Run 1, floorplan with the power grid:
The bar under the picture is 50 um long. Pins as bars on the die edge.
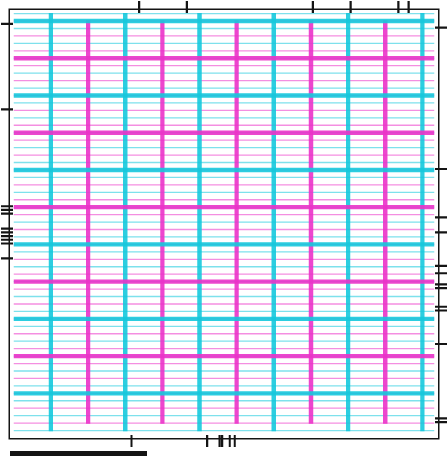
Run 1, cells coloured by class:
The bar under the picture is 50 um long.
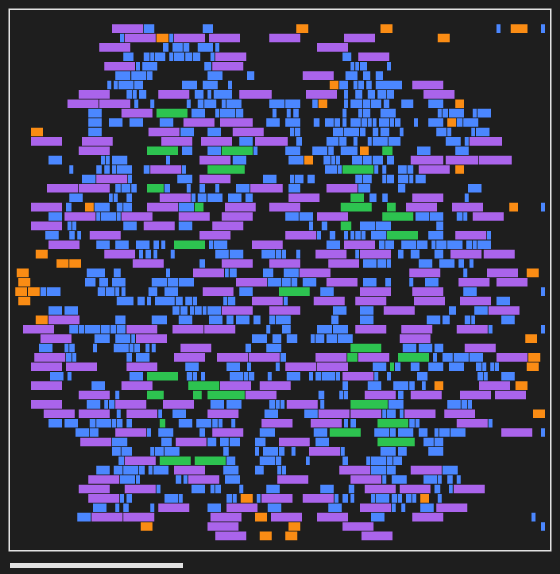
Run 1, clock network drawn from the DEF:
The bar under the picture is 50 um long.
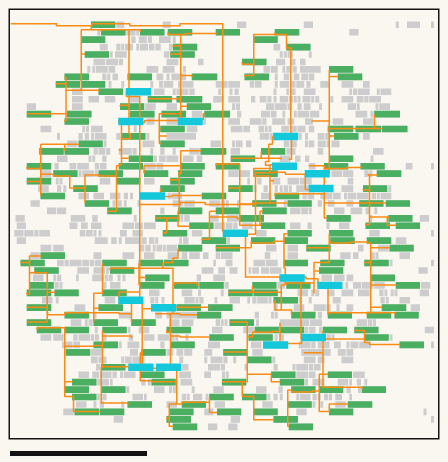
File: src/rtl/pwm_pkg.sv
// Shared constants for the multi-channel PWM: register map, ctrl bit positions, widths.
package pwm_pkg;

  localparam int unsigned MAX_CHANNELS = 32;
  localparam int unsigned ADDR_W       = 8;
  localparam int unsigned DATA_W       = 8;
  localparam int unsigned PRESC_W      = 8;

  localparam logic [ADDR_W-1:0] ADDR_EN_OUT0 = 8'h00;
  localparam logic [ADDR_W-1:0] ADDR_EN_PWM0 = 8'h04;
  localparam logic [ADDR_W-1:0] ADDR_CTRL    = 8'h08;
  localparam logic [ADDR_W-1:0] ADDR_PRESC   = 8'h09;
  localparam logic [ADDR_W-1:0] ADDR_PERIOD  = 8'h0A;
  localparam logic [ADDR_W-1:0] ADDR_DUTY0   = 8'h20;

  localparam int unsigned CTRL_RUN_BIT    = 0;
  localparam int unsigned CTRL_CENTER_BIT = 1;

  typedef enum logic {
    DIR_UP   = 1'b0,
    DIR_DOWN = 1'b1
  } dir_e;

endpackage

File: src/rtl/pwm_multi_channel_if.sv
// Register write bus into the PWM block.
interface pwm_multi_channel_if;
  import pwm_pkg::*;

  logic              wr_en;
  logic [ADDR_W-1:0] wr_addr;
  logic [DATA_W-1:0] wr_data;

  modport master (output wr_en, output wr_addr, output wr_data);
  modport slave  (input  wr_en, input  wr_addr, input  wr_data);
endinterface

File: src/rtl/pwm_timebase.sv
// Shared PWM timebase: prescaler, period counter (edge or up/down), direction,
// the duty-load strobe and the registered period_start pulse.
module pwm_timebase
  import pwm_pkg::*;
#(
  parameter int unsigned CNT_W = 8
) (
  input  logic               clk,
  input  logic               rst_n,
  input  logic               run_i,
  input  logic               center_i,
  input  logic [PRESC_W-1:0] presc_i,
  input  logic [CNT_W-1:0]   period_i,
  output logic [CNT_W-1:0]   cnt_o,
  output logic               load_c_o,
  output logic               period_start_o
);

  logic [PRESC_W-1:0] pre_q, pre_d;
  logic [CNT_W-1:0]   cnt_q, cnt_d;
  dir_e               dir_q, dir_d;
  logic               run_prev_q;
  logic               ps_q, ps_d;
  logic               tick;
  logic               wrap;

  always_ff @(posedge clk or negedge rst_n) begin
    if (!rst_n) begin
      pre_q      <= '0;
      cnt_q      <= '0;
      dir_q      <= DIR_UP;
      run_prev_q <= 1'b0;
      ps_q       <= 1'b0;
    end else begin
      pre_q      <= pre_d;
      cnt_q      <= cnt_d;
      dir_q      <= dir_d;
      run_prev_q <= run_i;
      ps_q       <= ps_d;
    end
  end

  // A wrap is any tick that lands the counter on 0 at the start of a new period.
  always_comb begin
    pre_d = pre_q;
    cnt_d = cnt_q;
    dir_d = dir_q;
    tick  = 1'b0;
    wrap  = 1'b0;
    if (!run_i) begin
      pre_d = '0;
      cnt_d = '0;
      dir_d = DIR_UP;
    end else begin
      tick  = (pre_q >= presc_i);
      pre_d = tick ? '0 : pre_q + 1'b1;
      if (tick) begin
        if (cnt_q > period_i) begin
          cnt_d = '0;
          dir_d = DIR_UP;
          wrap  = 1'b1;
        end else if (center_i && (dir_q == DIR_DOWN || cnt_q == period_i)) begin
          if (cnt_q <= CNT_W'(1)) begin
            cnt_d = '0;
            dir_d = DIR_UP;
            wrap  = 1'b1;
          end else begin
            cnt_d = cnt_q - 1'b1;
            dir_d = DIR_DOWN;
          end
        end else if (cnt_q == period_i) begin
          cnt_d = '0;
          wrap  = 1'b1;
        end else begin
          cnt_d = cnt_q + 1'b1;
        end
      end
    end
    ps_d = wrap | (run_i & ~run_prev_q);
  end

  assign cnt_o          = cnt_q;
  assign load_c_o       = wrap;
  assign period_start_o = ps_q;

endmodule

File: src/rtl/pwm_multi_channel.sv
// Multi-channel PWM: register file, shadowed duty and per-channel compare.
// Optional macro PWM_CENTER_ALIGNED_EN enables up/down (center-aligned) counting.
module pwm_multi_channel
  import pwm_pkg::*;
#(
  parameter int unsigned CHANNELS = 16,
  parameter int unsigned CNT_W    = 8
) (
  input  logic                clk,
  input  logic                rst_n,
  pwm_multi_channel_if.slave  bus,
  output logic [CHANNELS-1:0] out,
  output logic                period_start
);

  logic [CHANNELS-1:0] en_out_q, en_out_d;
  logic [CHANNELS-1:0] en_pwm_q, en_pwm_d;
  logic                run_q, run_d;
  logic [PRESC_W-1:0]  presc_q, presc_d;
  logic [CNT_W-1:0]    period_q, period_d;
  logic [CNT_W-1:0]    duty_sh_q  [CHANNELS];
  logic [CNT_W-1:0]    duty_sh_d  [CHANNELS];
  logic [CNT_W-1:0]    duty_act_q [CHANNELS];
  logic [CNT_W-1:0]    duty_act_d [CHANNELS];
  logic [CHANNELS-1:0] out_q, out_d;
  logic [CNT_W-1:0]    cnt;
  logic                load_c;
  logic                center;

  always_ff @(posedge clk or negedge rst_n) begin
    if (!rst_n) begin
      en_out_q   <= '0;
      en_pwm_q   <= '0;
      run_q      <= 1'b0;
      presc_q    <= '0;
      period_q   <= '1;
      duty_sh_q  <= '{default: '0};
      duty_act_q <= '{default: '0};
      out_q      <= '0;
    end else begin
      en_out_q   <= en_out_d;
      en_pwm_q   <= en_pwm_d;
      run_q      <= run_d;
      presc_q    <= presc_d;
      period_q   <= period_d;
      duty_sh_q  <= duty_sh_d;
      duty_act_q <= duty_act_d;
      out_q      <= out_d;
    end
  end

  // Register writes; only addresses of existing channels are decoded.
  always_comb begin
    en_out_d  = en_out_q;
    en_pwm_d  = en_pwm_q;
    run_d     = run_q;
    presc_d   = presc_q;
    period_d  = period_q;
    duty_sh_d = duty_sh_q;
    if (bus.wr_en) begin
      for (int i = 0; i < int'(CHANNELS); i++) begin
        if (bus.wr_addr == ADDR_EN_OUT0 + 8'(i / 8)) en_out_d[i] = bus.wr_data[3'(i % 8)];
        if (bus.wr_addr == ADDR_EN_PWM0 + 8'(i / 8)) en_pwm_d[i] = bus.wr_data[3'(i % 8)];
        if (bus.wr_addr == ADDR_DUTY0 + 8'(i))       duty_sh_d[i] = bus.wr_data[CNT_W-1:0];
      end
      if (bus.wr_addr == ADDR_CTRL)   run_d    = bus.wr_data[CTRL_RUN_BIT];
      if (bus.wr_addr == ADDR_PRESC)  presc_d  = bus.wr_data;
      if (bus.wr_addr == ADDR_PERIOD) period_d = bus.wr_data[CNT_W-1:0];
    end
  end

`ifdef PWM_CENTER_ALIGNED_EN
  logic center_q, center_d;

  always_comb begin
    center_d = center_q;
    if (bus.wr_en && bus.wr_addr == ADDR_CTRL) center_d = bus.wr_data[CTRL_CENTER_BIT];
  end

  always_ff @(posedge clk or negedge rst_n) begin
    if (!rst_n) center_q <= 1'b0;
    else        center_q <= center_d;
  end

  assign center = center_q;
`else
  assign center = 1'b0;
`endif

  pwm_timebase #(
    .CNT_W (CNT_W)
  ) u_timebase (
    .clk            (clk),
    .rst_n          (rst_n),
    .run_i          (run_q),
    .center_i       (center),
    .presc_i        (presc_q),
    .period_i       (period_q),
    .cnt_o          (cnt),
    .load_c_o       (load_c),
    .period_start_o (period_start)
  );

  // Active duty follows the shadow while stopped, otherwise only at the period wrap.
  always_comb begin
    duty_act_d = duty_act_q;
    out_d      = '0;
    for (int i = 0; i < int'(CHANNELS); i++) begin
      if (!run_q || load_c) duty_act_d[i] = duty_sh_q[i];
      out_d[i] = en_out_q[i] & (~en_pwm_q[i] | (cnt < duty_act_q[i]));
    end
  end

  assign out = out_q;

endmodule

File: src/flat_wrapper.sv
// flat-port wrapper written by rule: the top's interface ports become plain ports
module pwm_multi_channel_flat import pwm_pkg::*;
#(
  parameter int unsigned CHANNELS = 16,
  parameter int unsigned CNT_W    = 8
)
  (clk, rst_n, out, period_start, bus_wr_en, bus_wr_addr, bus_wr_data);
  pwm_multi_channel_if bus_i ();
  input  logic clk;
  input  logic rst_n;
  output logic [CHANNELS-1:0] out;
  output logic period_start;
  input wire logic [$bits(bus_i.wr_en)-1:0] bus_wr_en;
  input wire logic [$bits(bus_i.wr_addr)-1:0] bus_wr_addr;
  input wire logic [$bits(bus_i.wr_data)-1:0] bus_wr_data;
  assign bus_i.wr_en = bus_wr_en;
  assign bus_i.wr_addr = bus_wr_addr;
  assign bus_i.wr_data = bus_wr_data;
  pwm_multi_channel #(.CHANNELS(CHANNELS), .CNT_W(CNT_W)) u_core (.clk(clk), .rst_n(rst_n), .bus(bus_i), .out(out), .period_start(period_start));
endmodule
File: config.mk
export PLATFORM = sky130hd
export DESIGN_NAME = pwm_multi_channel_flat
export DESIGN_NICKNAME = d
export VERILOG_FILES = /design/src/rtl/pwm_pkg.sv /design/src/rtl/pwm_multi_channel_if.sv /design/src/rtl/pwm_timebase.sv /design/src/rtl/pwm_multi_channel.sv /design/src/flat_wrapper.sv
export SDC_FILE = /design/constraint.sdc
export NUM_CORES = 1
export LEC_CHECK = 0
export CORE_UTILIZATION = 39
export CTS_CLUSTER_DIAMETER = 60
export DETAILED_ROUTE_END_ITERATION = 8
export PLACE_DENSITY = 0.52
export SETUP_SLACK_MARGIN = 0.2
export SYNTH_ARGS = -nofsm -noshare
export SYNTH_HDL_FRONTEND = slang
export SYNTH_HIERARCHICAL = 1
export SYNTH_SLANG_ARGS = --single-unit
export TNS_END_PERCENT = 100
File: constraint.sdc
create_clock -name clk -period 4.3 [get_ports clk]
set_input_delay 1.075 -clock clk [delete_from_list [all_inputs] [get_ports clk]]
set_output_delay 1.075 -clock clk [all_outputs]
set_load 0.005 [all_outputs]
==> flow_metrics.py, run 1 <==
# Metrics from the implementation run
metrics = {
    "status": {
        "status": "complete, but fails checks",
        "violations": "DRC",
    },
    "pwr": {
        "share_seq_of_total_power_pct": 45.1,
        "p_sw_uw": 1086,
        "p_seq_uw": 1890,
    },
    "cells_and_area": {
        "n_fill_cell": 2201,
        "nets": 944,
        "largestClassByArea": "registers",
        "final-clk-cell-share_pct": 6.073,
        "buffers_excl_clock": 38,
        "layout.area.comb_um2": 4158,
    },
    "yosys": {
        "flip_flops_with_a_built_in_enable": 0,
        "ys_top_logic_family": "multiplexers",
        "top_cells_by_count": "sky130_fd_sc_hd__dfrtp_1 (180), sky130_fd_sc_hd__mux2_2 (105), sky130_fd_sc_hd__inv_1 (79)",
        "flop_cell": "sky130_fd_sc_hd__dfrtp_1",
        "area_leaders": "sky130_fd_sc_hd__dfrtp_1 (48%), sky130_fd_sc_hd__mux2_2 (13%), sky130_fd_sc_hd__ha_1 (10%)",
        "postSynthCellCount": 816,
        "synth.cellmix.adderShare_pct": 10.23,
        "xor_area_share_pct": 0.7541,
    },
    "global_route": {
        "first_global_vias": 6221,
        "global_route.overflow_total": 0,
    },
    "routing": {
        "post_drt_via_cell_ratio": 5.157,
        "drcViolationCount": 2,
        "detailedRoute.firstPassIterationCount": 8,
        "detail_route.iter0.violations": 379,
    },
    "hold_path": {
        "timing.hold.worst.class": "register to register",
        "hold_path_depth": 1,
    },
    "clocking": {
        "post_cts_resized": 0,
        "root_buffer": "sky130_fd_sc_hd__clkbuf_16",
        "clkSlewWorstSetupHoldPaths_ps": 70,
    },
    "placement": {
        "gp_congestion": 0.8472,
        "detailedPlacementHpwl_um": 13990,
    },
    "setup_path": {
        "required_time_at_the_worst_slack_endpoint_ps": 4590,
        "critPathBufInv": 2,
        "path_delay_family": "simple AND/OR/NAND/NOR gates",
        "critical_path.slowest_cell": "sky130_fd_sc_hd__dfrtp_1",
    },
    "sta": {
        "period_used_pct": 86.01,
        "final.setup.tns_ps": 0,
        "worst_hold_slack_ps": 429.5,
    },
    "floorplan": {
        "fp.coreArea_um2": 23400,
    },
}
About 'floorplan with the power grid':
VDD: shown in magenta. VSS: shown in cyan.
57 met1 rails follow the rows. The core has 56 rows.
vertical die dimension: 156.4 um
horizontal die size: 156.4 um
peak ir drop on the vdd network: 0.0001782 V

About 'cells coloured by class':
combinational and other logic: shown in blue, cells 604, share of their area 44%. clock drivers and dummy loads: shown in green, cells 32, share of their area 6.3%. remaining buffers and delay cells: shown in orange, cells 38, share of their area 3.5%. sequential cells: shown in purple, cells 188, share of their area 46%.
flop share of the area: 44.61%
std cell rows: 56

About 'clock network drawn from the DEF':
clock wires: shown in orange, length 2410 um. flip-flops: shown in green, count 188. clock drivers: shown in cyan, count 17.
There are 18 routed clock nets.
insertion delay to the later sink of the worst-skew pair: 430 ps
power in the clock group: 1720 uW
Clock Skews: 13.18 ps
fraction of power consumed by the clock network: 41.0%

[run 1: final timing paths]
check	from	to
min	u_core/u_timebase/run_prev_q$_DFF_PN0_	u_core/u_timebase/period_start_o$_DFF_PN0_
min in group asynchronous	rst_n	u_core/u_timebase/dir_q$_DFFE_PN0P_
max in group asynchronous	rst_n	u_core/en_pwm_q[11]$_DFFE_PN0P_
max reg2reg	u_core/u_timebase/cnt_o[0]$_DFFE_PN0P_	u_core/duty_act_q[124]$_DFFE_PN0P_
min reg2reg	u_core/u_timebase/run_prev_q$_DFF_PN0_	u_core/u_timebase/period_start_o$_DFF_PN0_
max	u_core/u_timebase/cnt_o[0]$_DFFE_PN0P_	u_core/duty_act_q[124]$_DFFE_PN0P_
==> run 1 -> run 2 <==
- CORE_UTILIZATION: 39 -> 53
- CTS_CLUSTER_SIZE: unset -> 40
- PLACE_DENSITY: 0.52 -> 0.68
==> run 2 against run 1 <==
Net effect:
- the flow now finishes without violations
- clock power down 13%
- synthesized cell count unchanged
- design area down 2.1%
- sequential power hardly changed
- clock skew is 0.65 ps higher
- register-to-register slack improved by 240 ps
- critical path depth rose by 1
- flip-flop count stayed put
- combinational power down 2%
- wire length is 4.9% lower
- first-iteration DRC count grew 16%
- utilization grew 15 points
- critical path type unchanged
- largest power group unchanged
==> flow_metrics.py, run 2 <==
# Metrics from the implementation run
metrics = {
    "status": {
        "status": "complete, no violations",
    },
    "yosys": {
        "top_cells_by_count": "sky130_fd_sc_hd__dfrtp_1 (180), sky130_fd_sc_hd__mux2_2 (105), sky130_fd_sc_hd__inv_1 (79)",
        "xor_area_share_pct": 0.7541,
        "flop_cell": "sky130_fd_sc_hd__dfrtp_1",
        "flip_flops_with_a_built_in_enable": 0,
        "synth.cellmix.adderShare_pct": 10.23,
    },
    "setup_path": {
        "critPathBufInv": 2,
        "path_delay_family": "simple AND/OR/NAND/NOR gates",
        "timing.rr.end": "u_core/duty_act_q[59]$_DFFE_PN0P_",
        "worstSetupStartpoint": "u_core/u_timebase/cnt_o[0]$_DFFE_PN0P_",
    },
    "cells_and_area": {
        "n_fill_cell": 1398,
        "largestClassByArea": "registers",
    },
    "pwr": {
        "p_seq_uw": 1910,
    },
    "hold_path": {
        "timing.hold.worst.class": "register to register",
        "hold_path_depth": 1,
    },
    "routing": {
        "detailedRoute.firstPassIterationCount": 5,
        "post_drt_via_cell_ratio": 5.649,
        "detail_route.iter0.violations": 441,
    },
    "clocking": {
        "root_buffer": "sky130_fd_sc_hd__clkbuf_16",
        "clkSlewWorstSetupHoldPaths_ps": 70,
    },
}
## run 2: cell counts after synthesis
No cell type changed its count.
## run 2: per-stage QoR
stage	total power, uW	utilization, %	cell area, um^2	instances	hold WS (ps)
after floorplan	2309	-	9333	827	404.3
after CTS	3990	60.02	10350	1083	435.8
after global routing	4144	60.02	10350	1083	470.3
final	3972	60.02	10350	1083	431.0
after detailed placement	2502	56.79	9788	1051	425.9
after global placement	2483	56.79	9788	1051	412.7
## run 2: layer usage
metal / GRT usage (%) / vias to the layer above / wire length (um)
li1: - / 2873 / -
met1: 34.62 / 3096 / 9968
met2: 40.47 / 129 / 10050
met3: 4.686 / 20 / 707
met4: 6.929 / 0 / 282
met5: 0 / - / 0
Run 2, cells coloured by class:
The bar under the picture is 50 um long.
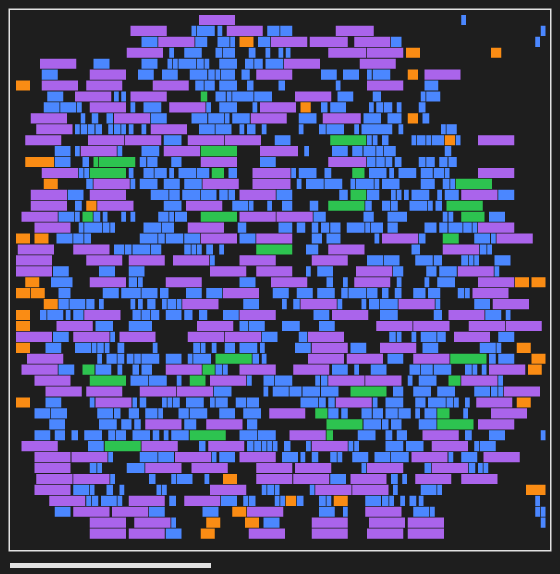
remaining buffers and delay cells: shown in orange, cells 35, share of their area 3.4%. combinational and other logic: shown in blue, cells 603, share of their area 44%. clock drivers and dummy loads: shown in green, cells 32, share of their area 5.5%. sequential cells: shown in purple, cells 188, share of their area 47%.
std cell rows: 48
Layout Utilization: 60.02%
Non-Filler Cell Area, Final: 10350 um^2
flop share of the area: 45.57%
Core Region: 17240 um^2

Run 2, metal layers overlaid:
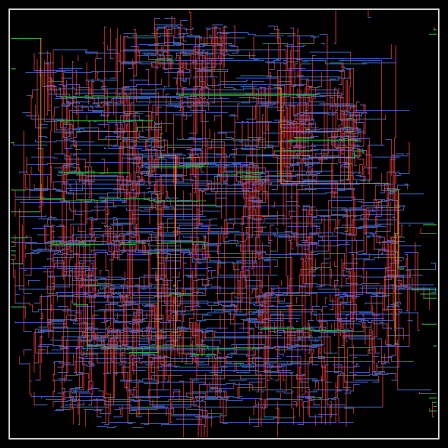
metal 4: shown in orange, wire length 283 um. metal 3: shown in green, wire length 707 um. metal 2: shown in red, wire length 10100 um. metal 1: shown in blue, wire length 9970 um.
per-cell routed wire length: 19.40 um
total global-route track usage: 25.02%
detailed-route via count: 6118
total detailed-routing wirelength: 21010 um

Run 2, clock network drawn from the DEF:
The bar under the picture is 50 um long.
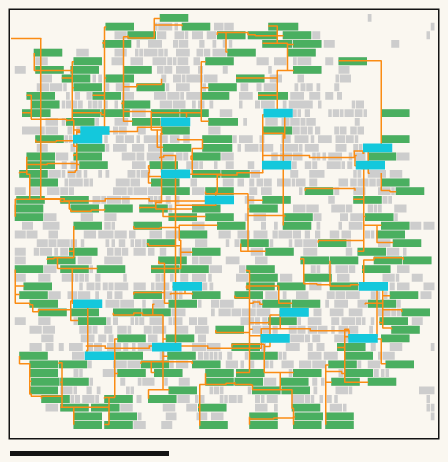
clock drivers: shown in cyan, count 17. flip-flops: shown in green, count 188. clock wires: shown in orange, length 2070 um.
There are 18 routed clock nets. Position of the flops: all over the die.
Clock Skews: 13.83 ps
fraction of power consumed by the clock network: 37.5%
insertion delay to the later sink of the worst-skew pair: 440 ps
power in the clock group: 1490 uW

Power and IR drop assume default switching activity.
